`src/rtl/disp_pkg.sv`:
```
// ============================================================================
// Module   : disp_pkg
// Brief    : Shared types and helpers for the display scheduler.
// Revision : 1.0
// ============================================================================
`default_nettype none

package disp_pkg;

  typedef enum logic [1:0] {
    IDLE = 2'd0,
    HOLD = 2'd1,
    OWN  = 2'd2
  } state_t;

  localparam int         NREQ       = 3;
  localparam logic [3:0] IDLE_DIGIT = 4'hF;

  // Isolates the lowest set bit, i.e. the highest-priority requester.
  function automatic logic [NREQ-1:0] prio_onehot(input logic [NREQ-1:0] v);
    return v & (~v + NREQ'(1));
  endfunction

endpackage

`default_nettype wire

```
`src/rtl/tick_gen.sv`:
```
// ============================================================================
// Module   : tick_gen
// Brief    : Free-running divider; one-cycle tick every TICK_DIV clocks.
// Revision : 1.0
// ============================================================================
`default_nettype none

module tick_gen #(
  parameter int TICK_DIV = 50000
) (
  input  logic ck,
  input  logic rst_n,
  output logic tick
);

  localparam int            CW     = (TICK_DIV > 1) ? $clog2(TICK_DIV) : 1;
  localparam logic [CW-1:0] C_LAST = CW'(TICK_DIV - 1);

  logic [CW-1:0] r_cnt;

  always_ff @(posedge ck or negedge rst_n) begin
    if (!rst_n) begin
      r_cnt <= '0;
    end else if (r_cnt == C_LAST) begin
      r_cnt <= '0;
    end else begin
      r_cnt <= r_cnt + CW'(1);
    end
  end

  assign tick = (r_cnt == C_LAST);

endmodule

`default_nettype wire

```
`src/rtl/display_sched.sv`:
```
// ============================================================================
// Module   : display_sched
// Brief    : Fixed-priority time-sharing of the 7-segment display controller.
// Revision : 1.0
// ============================================================================
`default_nettype none

module display_sched
  import disp_pkg::*;
#(
  parameter int TICK_DIV   = 50000,
  parameter int HOLD_TICKS = 200
) (
  input  logic        ck,
  input  logic        rst_n,
  input  logic [2:0]  req,
  input  logic [15:0] val0,
  input  logic [15:0] val1,
  input  logic [15:0] val2,
  input  logic [2:0]  bin,
  output logic [2:0]  gnt,
  output logic        busy,
  output logic [3:0]  x3,
  output logic [3:0]  x2,
  output logic [3:0]  x1,
  output logic [3:0]  x0,
  output logic        sel
);

  localparam int            HW            = (HOLD_TICKS > 0) ? $clog2(HOLD_TICKS + 1) : 1;
  localparam logic [HW-1:0] C_HOLD        = HW'(HOLD_TICKS);
  localparam state_t        C_GRANT_STATE = (HOLD_TICKS == 0) ? OWN : HOLD;
  localparam logic [15:0]   C_IDLE_DIGITS = {4{IDLE_DIGIT}};

  state_t          r_state, w_state;
  logic [NREQ-1:0] r_gnt, w_gnt;
  logic [HW-1:0]   r_hold, w_hold;
  logic [15:0]     r_digits, w_digits;
  logic            r_sel, w_sel;
  logic            r_busy;

  logic            w_tick;
  logic [NREQ-1:0] w_win;
  logic [15:0]     w_win_val, w_own_val;
  logic            w_win_bin, w_own_bin, w_own_req;
  logic            w_decide, w_new_grant, w_track, w_release;

  tick_gen #(
    .TICK_DIV (TICK_DIV)
  ) u_tick (
    .ck    (ck),
    .rst_n (rst_n),
    .tick  (w_tick)
  );

  assign w_win     = prio_onehot(req);
  assign w_win_val = ({16{w_win[0]}} & val0) | ({16{w_win[1]}} & val1) | ({16{w_win[2]}} & val2);
  assign w_win_bin = |(w_win & bin);
  assign w_own_val = ({16{r_gnt[0]}} & val0) | ({16{r_gnt[1]}} & val1) | ({16{r_gnt[2]}} & val2);
  assign w_own_bin = |(r_gnt & bin);
  assign w_own_req = |(r_gnt & req);

  always_comb begin
    w_state     = r_state;
    w_gnt       = r_gnt;
    w_hold      = r_hold;
    w_digits    = r_digits;
    w_sel       = r_sel;
    w_decide    = 1'b0;
    w_new_grant = 1'b0;
    w_track     = 1'b0;
    w_release   = 1'b0;

    case (r_state)
      IDLE: w_new_grant = |req;
      HOLD: begin
        if (w_tick && (r_hold == HW'(1))) begin
          w_decide = 1'b1;
        end else begin
          w_track = w_own_req;
          if (w_tick) w_hold = r_hold - HW'(1);
        end
      end
      OWN:     w_decide  = 1'b1;
      default: w_release = 1'b1;
    endcase

    // A winner other than the owner is either higher priority or the owner has let go.
    if (w_decide) begin
      if ((|req) && (w_win != r_gnt)) begin
        w_new_grant = 1'b1;
      end else if (|req) begin
        w_track = 1'b1;
        w_state = OWN;
      end else begin
        w_release = 1'b1;
      end
    end

    if (w_new_grant) begin
      w_state  = C_GRANT_STATE;
      w_gnt    = w_win;
      w_hold   = C_HOLD;
      w_digits = w_win_val;
      w_sel    = w_win_bin;
    end else if (w_track) begin
      w_digits = w_own_val;
      w_sel    = w_own_bin;
    end else if (w_release) begin
      w_state  = IDLE;
      w_gnt    = '0;
      w_hold   = '0;
      w_digits = C_IDLE_DIGITS;
      w_sel    = 1'b0;
    end
  end

  always_ff @(posedge ck or negedge rst_n) begin
    if (!rst_n) begin
      r_state  <= IDLE;
      r_gnt    <= '0;
      r_hold   <= '0;
      r_digits <= C_IDLE_DIGITS;
      r_sel    <= 1'b0;
      r_busy   <= 1'b0;
    end else begin
      r_state  <= w_state;
      r_gnt    <= w_gnt;
      r_hold   <= w_hold;
      r_digits <= w_digits;
      r_sel    <= w_sel;
      r_busy   <= |w_gnt;
    end
  end

  assign gnt  = r_gnt;
  assign busy = r_busy;
  assign x3   = r_digits[15:12];
  assign x2   = r_digits[11:8];
  assign x1   = r_digits[7:4];
  assign x0   = r_digits[3:0];
  assign sel  = r_sel;

endmodule

`default_nettype wire
```
`config.mk`:
```
export PLATFORM = sky130hd
export DESIGN_NAME = display_sched
export DESIGN_NICKNAME = d
export VERILOG_FILES = /design/src/rtl/disp_pkg.sv /design/src/rtl/tick_gen.sv /design/src/rtl/display_sched.sv
export SDC_FILE = /design/constraint.sdc
export NUM_CORES = 1
export LEC_CHECK = 0
export CAP_MARGIN = 20
export CORE_UTILIZATION = 31
export DETAILED_ROUTE_END_ITERATION = 6
export REMOVE_ABC_BUFFERS = 1
export SYNTH_ARGS = -nofsm -noshare
export SYNTH_HDL_FRONTEND = slang
export SYNTH_SLANG_ARGS = --single-unit
```
`constraint.sdc`:
```
create_clock -name ck -period 3.2 [get_ports ck]
set_input_delay 0.96 -clock ck [delete_from_list [all_inputs] [get_ports ck]]
set_output_delay 0.96 -clock ck [all_outputs]
set_load 0.03 [all_outputs]
```
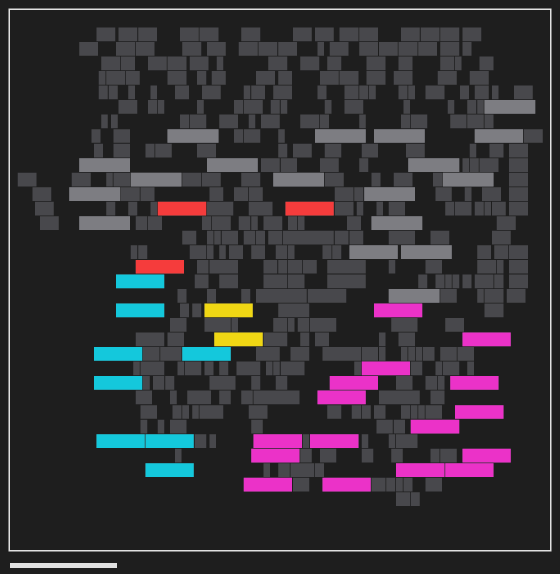
*Sequential cells grouped by signal name, run 1*
Bar = 20 um. Other sequential cells in the stronger gray, the rest of the logic in the fainter gray.
`r_hold` -> cyan  # placed flops 8
`r_state` -> yellow  # placed flops 2
`gnt` -> red  # placed flops 3
`u_tick.r_cnt` -> magenta  # placed flops 16
not colored = 18
post-layout util: 43.9%
Sequential cell area: 0.00120 sq mm
Power Sequential: 0.000976 W
Seq area share: 29.1%

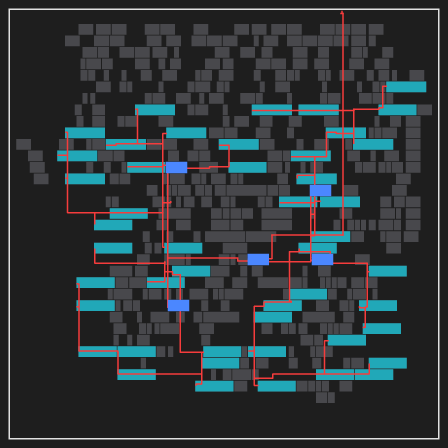
*Clock distribution, run 1*
flip-flops -> cyan  # count 47
clock wires -> red  # length 647 um
clock-net drivers -> blue  # count 5
routed clock nets = 6
clk latency late pin: 0.30 ns
clock skew: 0.00652 ns
Clock Power Share: 11.9%
Power Clock: 0.000366 W

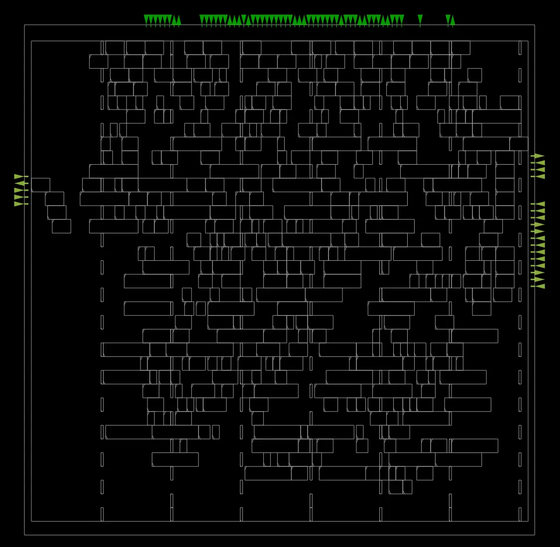
*Cell outlines without signal wires, run 1*
Tapcell Cnt: 129
Core Area: 0.00937 sq mm
Core Rows: 35
Final Instance Count excl. Fillers: 533

==> run_results.csv, run 1 <==
group,metric,value,unit
critical_path,path_max_fanout,13,
sta,fin_ws,0.295,ns
yosys,ff_type,"dfrtp_1",
floorplan,die-height,101,um
critical_path,worstSetupPathType,"in2reg",
yosys,ys_types,57,
clock_tree,post-cts-setup-buffer-count,0,
sta,worst-slew-pin-transition,0.563,ns
pwr,p_comb,0.00174,W
yosys,netlist_area,0.00305,sq mm
floorplan,initial_core_util,32.5,%
grt,grt_pass1_wl,13100,um
detailed_routing,wirelength,8340,um
critical_path,cp.required,3.42,ns
clock_tree,cts.repair.resized,0,
yosys,postSynthSeqShare,39.3,%
sta,holdWs,0.461,ns
grt,antenna_found_initial,0,
critical_path,endpoint,"r_digits[10]$_DFFE_PN1P_",
yosys,avgSynthCellArea,9.31,sq um
run_status,status,"completed",
yosys,mux_area_share,0,%
pwr,power-top-group,"combinational logic",
critical_path,critPathLaunchType,"input port",
yosys,top_cell_area_share,25.5,%
run,cap_violations,0,
detailed_routing,viasPerCell,5.27,
detailed_routing,ant_nets,0,
floorplan,chip_area,0.0102,sq mm
pwr,internal-power,0.00180,W
sta,period_used_share,90.8,%
pwr,sw_frac_of_total,41.4,%
critical_path,worst_path_most_repeated_cell,"buf_4",
critical_path,r2r-end,"gnt[1]$_DFF_PN0_",
placed_design,placed_area,0.00403,sq mm
critical_path,crit_start,"req[1]",
placed_design,dp_slack,0.0455,ns
run,warnings,29,
sta,setup_viol,0,
grt,grt-ovfl-total,0,
critical_path,worstPathCellList,"clkdlybuf4s50_1, inv_1, nor4_1, o21bai_1, buf_4, o211ai_1, buf_4, o221ai_1, o21ai_0",
critical_path,slowest_stage,"clkdlybuf4s50_1",
pwr,power_switching,0.00128,W
yosys,xor_share,5.18,%
yosys,fa_ha_area_share,3.29,%
detailed_routing,vias,2810,
finish,nNetsFinal,467,
critical_path,timing.rr.start,"u_tick.r_cnt[10]$_DFF_PN0_",
worst_hold_path,hp-start,"u_tick.r_cnt[0]$_DFF_PN0_",
yosys,yosys-stat-cells,327,
grt,first_global_vias,2703,
detailed_routing,first_iter_violations,166,
yosys,yosys_area,0.00305,sq mm
sta,timing.final.crit_period,2.90,ns
critical_path,r2r_cells,7,
-- run 1: cells in the mapped netlist (2+ instances only) --
cell type / instances
nor2_1: 35
dfrtp_1: 31
inv_1: 25
a21oi_1: 24
o21ai_0: 19
a222oi_1: 17
a22oi_1: 17
clkbuf_1: 17
dfstp_2: 16
o221ai_1: 16
nand2_1: 11
xnor2_1: 10
ha_1: 8
xor2_1: 8
nor3_1: 7
o21ai_1: 5
a21o_1: 4
nand3_1: 4
nand4_1: 4
or3_1: 4
and3_1: 3
nor2b_1: 3
buf_2: 2
buf_6: 2
nand2b_1: 2
nor4_1: 2
-- run 1: registers in the layout, indices dropped and copies added, names as in the netlist --
register / count
r_digits: 16
u_tick.r_cnt: 16
r_hold: 8
gnt: 3
r_state: 2
busy: 1
sel: 1
-- run 1: area by class of cell --
class                   count  area, sq um
fillers                   946         5260
clock inverters             1         3.75
clock buffers               7         86.3
inverters                  25         93.8
flip-flops and latches     47         1200
multi-input cells         232         1650
well taps                 129          161
repair buffers             92          926
-- run 1: cell families (layout without fill, tap and decap cells) --
group	count (synthesis)	count (layout)
flops	47	47
buf+inv	48	125
fa+ha+maj	8	8
simple gates	87	87
compound gates	119	119
xor+xnor	18	18
-- run 1: worst max-delay path: cells and delay by family --
family | cells | cell delay [ns]
buf+inv | 4 | 1.11
compound gates | 4 | 0.63
simple gates | 1 | 0.42
-- run 1: routing by layer --
layer  vias up  GRT usage, %  wire [um]  share of wire [%]
met5         -             0          0                  0
met1      1348          22.3       3940                 47
met4         0          5.91        162                1.9
met3        13          1.80        235                2.8
met2        56          26.4       3990                 48
li1       1393             -          -                  -
### Drive-strength map, run 1

Bar = 20 um.
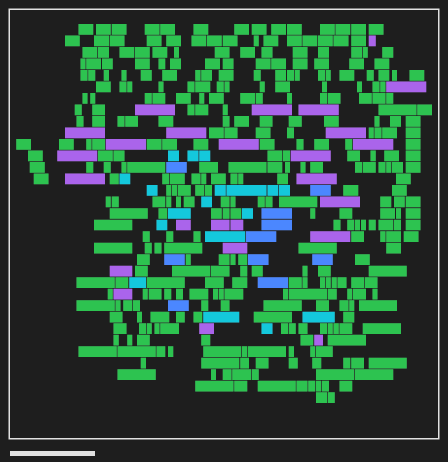

==> run 2: changes to the inputs <==
- SYNTH_HIERARCHICAL: unset -> 1
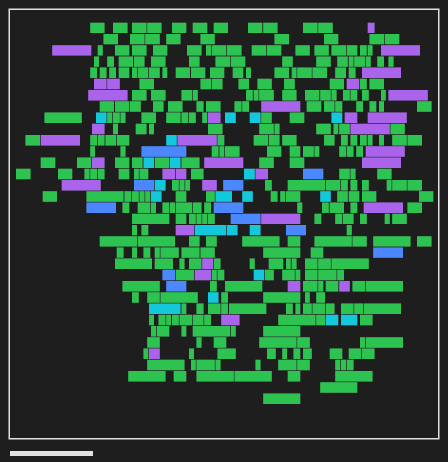
*Drive-strength map, run 2*
Bar = 20 um.
x1 and smaller -> green  # cells 355, share 84%
x2 -> purple  # cells 35, share 8.3%
x3 and x4 -> cyan  # cells 21, share 5.0%
x6 and larger -> blue  # cells 11, share 2.6%
Non-clk bufs: 96
Final Cell Area: 0.00421 sq mm
Area Growth Syn to Fin: 31.5%
fin worst setup slack: 0.288 ns

==> run_results.csv, run 2 <==
group,metric,value,unit
sta,timing.final.crit_period,2.91,ns
yosys,common_cells,"nor2_1, dfrtp_1, nand2_1, nor3_1, a22oi_1",
finish,reg.largest.list,"r_digits: 16 flops, u_tick/r_cnt: 16 flops, r_hold: 8 flops",
yosys,avgSynthCellArea,9.30,sq um
grt,first_global_vias,3005,
critical_path,r2r-end,"sel$_DFFE_PN0P_",
clock_tree,post-cts-setup-buffer-count,0,
pwr,clock_power_share,14.3,%
pwr,power-top-group,"combinational logic",
grt,grt_pass1_wl,15400,um
grt,antenna_found_initial,0,
clock_tree,cts.repair.resized,0,
pwr,p_comb,0.00176,W
pwr,power_switching,0.00134,W
pwr,powerDensity,753,mW/mm^2
critical_path,critPathLaunchType,"input port",
pwr,internal-power,0.00183,W
critical_path,path_max_fanout,8,
floorplan,initial_core_util,32.3,%
sta,worst-slew-pin-transition,0.623,ns
grt,grt-ovfl-total,0,
floorplan,chip_area,0.0107,sq mm
sta,period_used_share,91.0,%
critical_path,timing.rr.start,"u_tick/r_cnt[0]$_DFF_PN0_",
floorplan,die-height,104,um
placed_design,dp_slack,-0.0369,ns
detailed_routing,ant_nets,0,
run,warnings,29,
yosys,top_cell_area_share,24.2,%
yosys,synth_top_cell_by_count,"nor2_1",
detailed_routing,wirelength,9040,um
critical_path,cp.required,3.36,ns
yosys,postSynthSeqShare,37.4,%
run_status,status,"completed",
sta,setup_viol,0,
critical_path,r2r_cells,9,
sta,setup_tns,0,ns
detailed_routing,first_iter_violations,224,
clock_tree,clockBufferDepth,2,
pwr,pg_seq,0.000953,W
clock_tree,clk_latency,0.31,ns
yosys,yosys_area,0.00320,sq mm
finish,nNetsFinal,485,
detailed_routing,vias,3004,
yosys,ff_type,"dfrtp_1",
yosys,yosys-stat-cells,344,
floorplan,rows,36,
yosys,ys_types,54,
critical_path,worstSetupPathType,"in2reg",
yosys,netlist_area,0.00320,sq mm
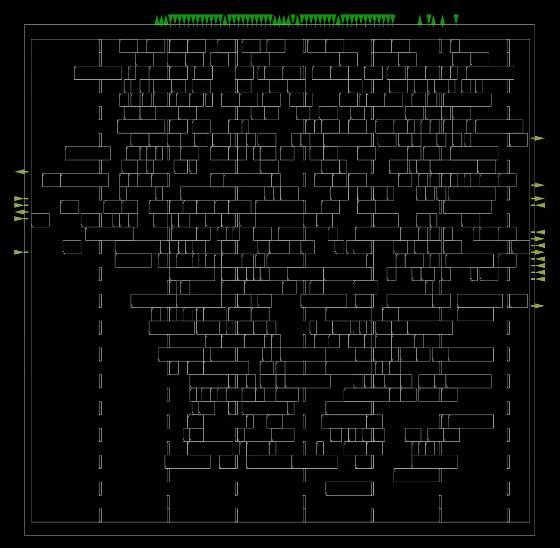
*Cell outlines without signal wires, run 2*
Flops: 47
post-layout util: 42.5%
Final Instance Count excl. Fillers: 555
Seq area share: 28.4%
Core Area: 0.00991 sq mm

==> run 2: cell type report <==
type,instances,area (sq um)
inverter,9,33.8
timing repair buffer,96,956
clock inverter,3,42.5
multi-input combinational,262,1750
tap,133,166
fill,977,5700
clock buffer,5,68.8
sequential,47,1200
==> run 2: logic make-up after synthesis <==
| kind of cell | Yosys count | share of synthesized area [%] |
|---|---|---|
| flip-flops | 47 | 37.4 |
| buffers and inverters | 35 | 8.09 |
| XOR/XNOR | 19 | 5.20 |
| multiplexers | 2 | 0.626 |
| adder cells (fa/ha/maj) | 8 | 3.13 |
| AND/OR/NAND/NOR | 122 | 20.6 |
| AND-OR/OR-AND | 111 | 25.0 |
==> run 2: worst max path at each step <==
stage                                         start             endpoint  cells after the start
after global placement                       req[1]     gnt[1]$_DFF_PN0_                      7
final                                        req[1]     gnt[1]$_DFF_PN0_                      6
after detailed placement                     req[1]     gnt[1]$_DFF_PN0_                      6
after global routing                         req[1]  r_hold[1]$_DFF_PN0_                      7
after floorplan           u_tick/r_cnt[0]$_DFF_PN0_  r_hold[1]$_DFF_PN0_                      9
after CTS                                    req[1]     gnt[1]$_DFF_PN0_                      6
==> run 2: per-stage QoR <==
step	total power (W)	area (sq um)
6_report	0.00317	4210
5_1_grt	0.00340	4210
4_1_cts	0.00320	4210
3_5_place_dp	0.00273	4100
3_3_place_gp	0.00271	4100
2_1_floorplan	0.00196	2980
==> run 2: layer usage <==
layer	up-vias	routed length, um	GRT usage, %
met3	12	349	2.58
met5	-	0	0
li1	1438	-	-
met2	85	4420	28.8
met4	0	166	5.80
met1	1469	4110	23.5
==> run 2: worst max-delay path: stages <==
cell	delay [ns]
clkdlybuf4s50_1	0.52
buf_4	0.20
nor3_1	0.39
mux2i_1	0.26
o21ai_1	0.56
o32ai_1	0.18
### Sequential cells grouped by signal name, run 2

Bar = 20 um. Other sequential cells in the stronger gray, the rest of the logic in the fainter gray.
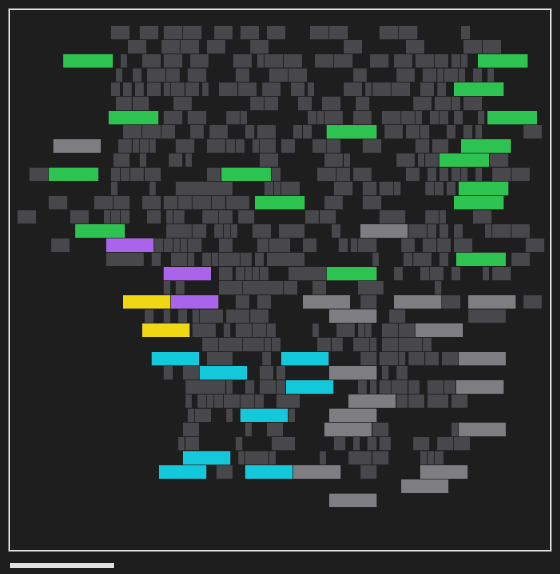

==> run 3: changes to the inputs <==
- CORE_ASPECT_RATIO: unset -> 2
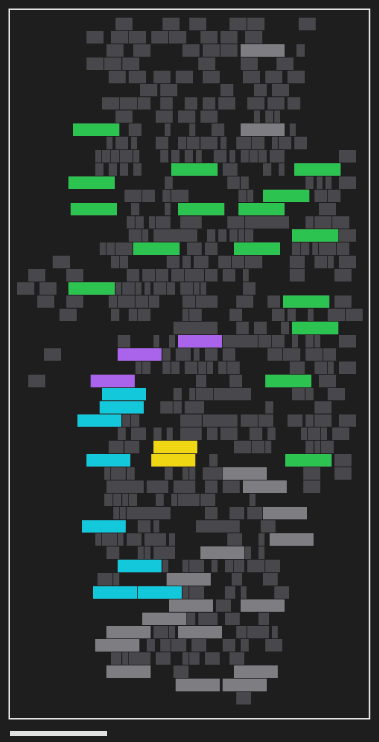
*Sequential cells grouped by signal name, run 3*
Bar = 20 um. Other sequential cells in the stronger gray, the rest of the logic in the fainter gray.
`r_state` -> yellow  # placed flops 2
`gnt` -> purple  # placed flops 3
`r_hold` -> cyan  # placed flops 8
`r_digits` -> green  # placed flops 16
not colored = 18
Power Sequential: 0.000920 W
post-layout util: 42.4%
Seq area share: 28.0%

==> run_results.csv, run 3 <==
group,metric,value,unit
run_status,status,"finished with violations",
run_status,failed_checks,"design-rule violations",
floorplan,rows,52,
yosys,synth_flops,47,
detailed_routing,viasPerCell,5.38,
clock_tree,clockRootBuffer,"clkbuf_16",
yosys,postSynth.asyncResetShare,100,%
yosys,mux_area_share,0.625,%
yosys,top_cell_area_share,24.2,%
pwr,power_switching,0.00134,W
critical_path,critPathBufInv,4,
critical_path,slowest_stage,"clkdlybuf4s50_1",
critical_path,path_max_fanout,16,
yosys,avgSynthCellArea,9.30,sq um
critical_path,arrival,3.15,ns
critical_path,critPathLaunchType,"input port",
sta,worst-slew-pin-transition,0.845,ns
yosys,postSynthSeqShare,37.4,%
floorplan,die_w,73.9,um
yosys,common_cells,"nor2_1, dfrtp_1, nand2_1, nor3_1, a22oi_1",
floorplan,die-height,146,um
worst_hold_path,hold_path.class,"reg2reg",
yosys,xor_share,5.20,%
pwr,powerClk,0.000516,W
pwr,power-top-group,"combinational logic",
pwr,sw_frac_of_total,42.0,%
grt,first_global_vias,3157,
finish,area_delta_synth_final,33.5,%
clock_tree,clk_latency,0.29,ns
finish,nNetsFinal,492,
pwr,clock_power_share,16.2,%
pwr,pwr-share-comb,55.0,%
critical_path,cp.required,3.39,ns
yosys,fa_ha_area_share,3.13,%
detailed_routing,ant_nets,0,
floorplan,initial_core_util,31.7,%
clock_tree,ctsHoldBuffers,0,
finish,lay_top_cells,"clkdlybuf4s50_1, nor2_1, dfrtp_1",
pwr,internal-power,0.00185,W
floorplan,chip_area,0.0108,sq mm
yosys,ff_type,"dfrtp_1",
yosys,ys_types,54,
floorplan,core_area,0.0101,sq mm
yosys,synthCells,344,
yosys,ys_sh_simple,20.6,%
clock_tree,clockBufferDepth,2,
yosys,yosys-stat-cells,344,
sta,clock_skew,0.00345,ns
pwr,ir_drop,0.000337,V
detailed_routing,drc,4,
sta,holdWs,0.463,ns
sta,period_used_share,92.6,%
sta,max_slew_margin,43.7,%
critical_path,critPathTopFamily,"buffers and inverters",
sta,timing.final.crit_period,2.96,ns
run,warnings,29,
critical_path,max_stage_delay,0.52,ns
clock_tree,post-cts-setup-buffer-count,0,
critical_path,worstSetupPathType,"in2reg",
yosys,netlist_area,0.00320,sq mm
grt,antenna_found_initial,1,
clock_tree,cts.repair.resized,0,
floorplan,ios,77,
pwr,powerDensity,746,mW/mm^2
detailed_routing,first_iter_violations,249,
yosys,synth_top_cell_by_count,"nor2_1",
critical_path,worst_path_most_repeated_cell,"buf_4",
finish,stdcell_count,565,
placed_design,dp.cells,556,
finish,reg.largest.list,"r_digits: 16 flops, u_tick/r_cnt: 16 flops, r_hold: 8 flops",
pwr,p_comb,0.00175,W
finish,drive_gt1_share,17.2,%
sta,hold_viol_final,0,
placed_design,portBuffers,76,
yosys,edf_count,0,
grt,grt_max_degree,37,
yosys,synth-compound-area-share,25.0,%
run,cap_violations,0,
clock_tree,cts_tree,"done",
placed_design,gp_congestion,0.797,
yosys,synthTopLogicFamily,"AND-OR/OR-AND gates",
detailed_routing,dr.pass1.iters,7,
yosys,yosys_area,0.00320,sq mm
pwr,power.leakage,1.72,nW
grt,grt_pass1_wl,15500,um
detailed_routing,vias,3042,
sta,setup_viol,0,
finish,layout_top_cell,"clkdlybuf4s50_1",
grt,grt-ovfl-total,0,
critical_path,worstPathCellList,"clkdlybuf4s50_1, buf_4, nor3_1, o31ai_1, a21o_1, a21oi_1, buf_4, o21ai_1, buf_4, a211oi_1",
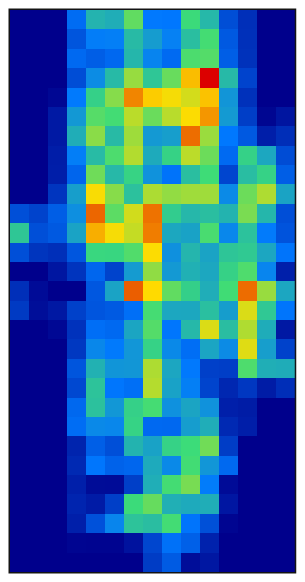
*Routed metal per tile, run 3*
15 x 29 tiles, from dark blue (low) to red (high), scaled to the fullest tile. Values are wire area over tile area, all layers added.
fullest tile = 0.55
densest ninth of the die = north
nearly empty tiles = 26%
tiles over half the peak = 17%
Post-Route WL: 9750 um
GRT Overall Usage: 19.0%
drt wl/cell: 17.3 um

-- run 3: cell counts after synthesis --
Identical to the previous run, type by type.
-- run 3: through the flow --
stage                     instance area, sq um  setup TNS, ns  total power (W)  utilization (%)  setup slack, ns
after floorplan                           2980              0          0.00196                -            0.102
after global placement                    4130              0          0.00267             40.9           0.0663
after detailed placement                  4130        -0.0292          0.00269             40.9          -0.0292
after CTS                                 4270              0          0.00322             42.3            0.262
after global routing                      4270              0          0.00341             42.4            0.155
final                                     4270              0          0.00319             42.4            0.235
-- run 3: layer usage --
metal | wire length (um) | track usage (%) | share of wire [%]
met3 | 343 | 2.08 | 3.5
met2 | 5430 | 34.8 | 56
met1 | 3610 | 20.6 | 37
met4 | 363 | 9.42 | 3.7
met5 | 0 | 0 | 0
-- run 3: area by class of cell --
cell class | count | area (sq um)
Inverter | 9 | 33.8
Fill cell | 1015 | 5810
Sequential cell | 47 | 1200
Clock inverter | 2 | 13.8
Timing Repair Buffer | 103 | 983
Tap cell | 135 | 169
Multi-Input combinational cell | 262 | 1750
Clock buffer | 6 | 129
Antenna cell | 1 | 2.50
-- run 3: final timing paths --
path | startpoint | to | slack, ns | cells after the start
max in group asynchronous | rst_n | r_digits[3]$_DFFE_PN1P_ | 1.66 | 2
worst max-delay path | req[1] | r_hold[1]$_DFF_PN0_ | 0.24 | 10
min in group asynchronous | rst_n | busy$_DFF_PN0_ | 0.76 | 1
worst min-delay path | r_digits[14]$_DFFE_PN1P_ | r_digits[14]$_DFFE_PN1P_ | 0.46 | 2
worst max register to register | u_tick/r_cnt[0]$_DFF_PN0_ | r_hold[1]$_DFF_PN0_ | 0.43 | 11
worst min register to register | r_digits[14]$_DFFE_PN1P_ | r_digits[14]$_DFFE_PN1P_ | 0.46 | 2
No activity file was given, so power comes from the tool's default toggle rates.
